==> images/util_map.png <==
Drawn at 2 px/um. 18 x 18 tiles, from dark blue (low) to red (high), 0 to 100% covered.
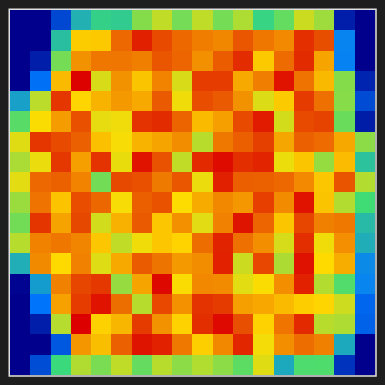
==> images/placed.png <==
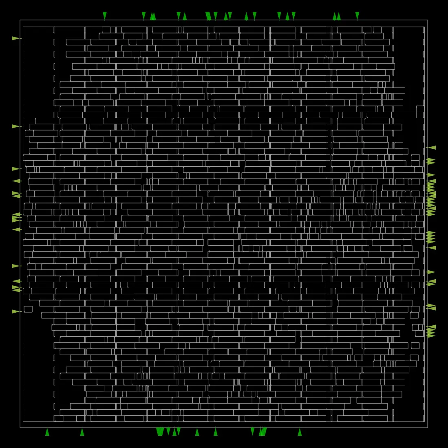
==> images/class_map.png <==
Drawn at 2 px/um.
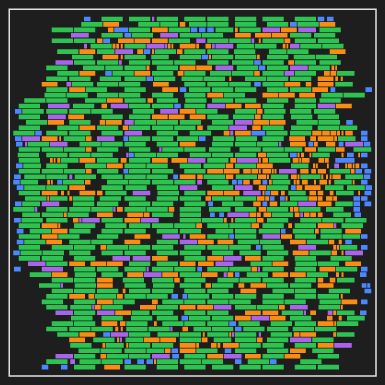
==> images/m1.png <==
Drawn at 2 px/um. Supply wires on this layer in gray. Cells faint in the background.
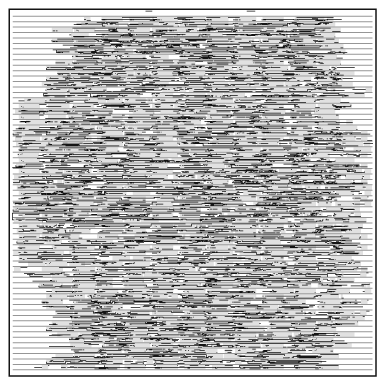
==> config.mk <==
export PLATFORM = sky130hd
export DESIGN_NAME = tx_fifo
export DESIGN_NICKNAME = d
export VERILOG_FILES = /design/src/rtl/tx_fifo.sv
export SDC_FILE = /design/constraint.sdc
export NUM_CORES = 1
export LEC_CHECK = 0
export CAP_MARGIN = 0
export CORE_UTILIZATION = 65
export DETAILED_ROUTE_END_ITERATION = 8
export PLACE_DENSITY = 0.84
export SLEW_MARGIN = 20
export SYNTH_ARGS = -nofsm -noshare
export SYNTH_HDL_FRONTEND = slang
export SYNTH_SLANG_ARGS = --single-unit
==> constraint.sdc <==
create_clock -name clk40MHz_i -period 5.68 [get_ports clk40MHz_i]
set_clock_uncertainty 0.05 [all_clocks]
set_input_delay 0.852 -clock clk40MHz_i [delete_from_list [all_inputs] [get_ports clk40MHz_i]]
set_output_delay 0.852 -clock clk40MHz_i [all_outputs]
set_load 0.02 [all_outputs]
==> flow_summary.toml <==
# flow metrics
[outcome]
status = "completed"

[grt]
track_usage_pct = 29.7
antenna_found_initial = 0

[synthesis]
synth-compound-area-share_pct = 3.80
yosys_area_um2 = 21200
top_logic_kind = "multiplexers"
ys.flops = 563
synth_top_cell_by_area = "edfxtp_1"
syn-instance-count = 961
ys_seq_share_pct = 78.5
ff_type = "edfxtp_1"
ys_cells = 961
edf_count = 512
syn_area_um2 = 21200
synth-async-reset-ratio_pct = 9.06
avgSynthCellArea_um2 = 22.1
synth_adder_area_share_pct = 0.614
floorplan.nets = 1007
ys_top_cells_by_count = "512 x edfxtp_1, 128 x mux4_2, 50 x dfrtp_1, 42 x nand2_1"
ys_sh_mux_pct = 13.6
top_cell_area_share_pct = 72.5

[sta]
final_hold_viol_count = 0
setup_viol = 0
layout_min_cycle_time_ps = 3640
max_freq_mhz = 275
tightestPinTransition_ps = 1170
rsz0062_at_grt = "no"
maxSlewHeadroom_pct = 21.9
holdWs_ps = 430
drv_slew = 0
fin_setup_tns_ps = 0

[power_and_ir_drop]
p_total_mw = 12.1
ir_drop_v = 0.000369
p_leak_nw = 7.88

[clocking]
htreeDepth = 2
cts-resized-gates = 0
cts_setup_buffers = 0
cts_buffer_depth = 3
numCtsBuffers = 52
cts_root_buf = "clkbuf_16"
path_clk_slew_ps = 60
holdBufCountCts = 0

[job]
warnings = 29

[setup_path]
cp.depth = 11
crit_path_cell_trace = "clkdlybuf4s50_1, or2_2, buf_4, nand2_1, nand2_1, inv_1, ha_1, a21o_1, maj3_1, xor2_1, a211o_2"
arrival_ps = 4040
setup.worst_path.class = "input pin to flop"
critPathBufInv = 3
r2r_slack_ps = 2320
worst_r2r_path_depth = 10
path_max_fanout = 49
path_delay_family = "buffers and inverters"
cpPeakStageDelay_ps = 550

[finish]
nonClkBufAreaFrac_pct = 4.26
logic_area_um2 = 4410
buffers = 107
fin_nets = 1114
seq_cells = 563
dominant_cells = "flip-flops and latches"
inverters = 12
antennaDiodeCount = 0
lay_top_cells = "512 x edfxtp_1, 128 x mux4_2, 77 x clkdlybuf4s50_1"
clock_buffers = 67
logic_gate_count = 332

[placed_design]
dp_slack_ps = 1530
place_inst = 1447
placed_area_um2 = 22700
hpwl_mm = 23.6
port-buffer-count = 78

[floorplan]
tap_cells = 435
die_area_um2 = 33400
die_y_um = 183

[min_path]
hp-class = "input pin to async pin"

[detailed_routing]
viasPerCell = 6.86
firstDrtPassIters = 5
ant_nets = 0
Back to the opening pictures, util_map.png:
- tiles over 75% full: 61%
- mean over tiles: 72%
- nearly empty tiles: 5.2%
- fullest tile: 100%
fin util: 76.7%
core box area: 31800 um^2
initial core utilization: 66.7%

Back to the opening pictures, placed.png:
fill count: 1510
row count: 65

Back to the opening pictures, class_map.png:
- blue: remaining buffers and delay cells (cells 107; share of their area 4.4%)
- green: sequential cells (cells 563; share of their area 70%)
- orange: remaining logic cells (cells 344; share of their area 19%)
- purple: clock drivers and dummy loads (cells 95; share of their area 7.1%)
Seq/total area: 68.3%
final instance area: 24400 um^2

Back to the opening pictures, m1.png:
- main direction: horizontal
- nets with wire on the layer: 1057
- wire length on this layer: 17400 um
final wirelength: 47.2 mm
met1 Use GR: 41.3%
vias: 10591

-- layer usage --
layer  part of all wire (%)  GRT usage [%]  vias to the layer above  wire length (um)
li1                       -              -                     4240                 -
met1                     37           41.3                     5479             17400
met2                     49           47.1                      765             23200
met3                     10           6.47                      107              4950
met4                    3.4           11.3                        0              1610
met5                      0              0                        -                 0
-- worst reg2reg max path, cell delays in order, from the launching register on --
cell	delay, ps
dfstp_2	570
or2_2	410
buf_4	560
nand2_1	120
nand2_1	130
inv_1	80
ha_1	290
a21o_1	160
maj3_1	360
xor2_1	190
a211o_2	340
-- where the power goes --
part           switching [mW]  leakage (nW)  total, mW  internal [mW]
clock network            1.45         0.812       3.44           1.99
logic                    1.72          1.83       3.34           1.62
registers               0.414          5.24       5.35           4.94
Power figures rest on the tool's default switching activity, not on a simulated workload.
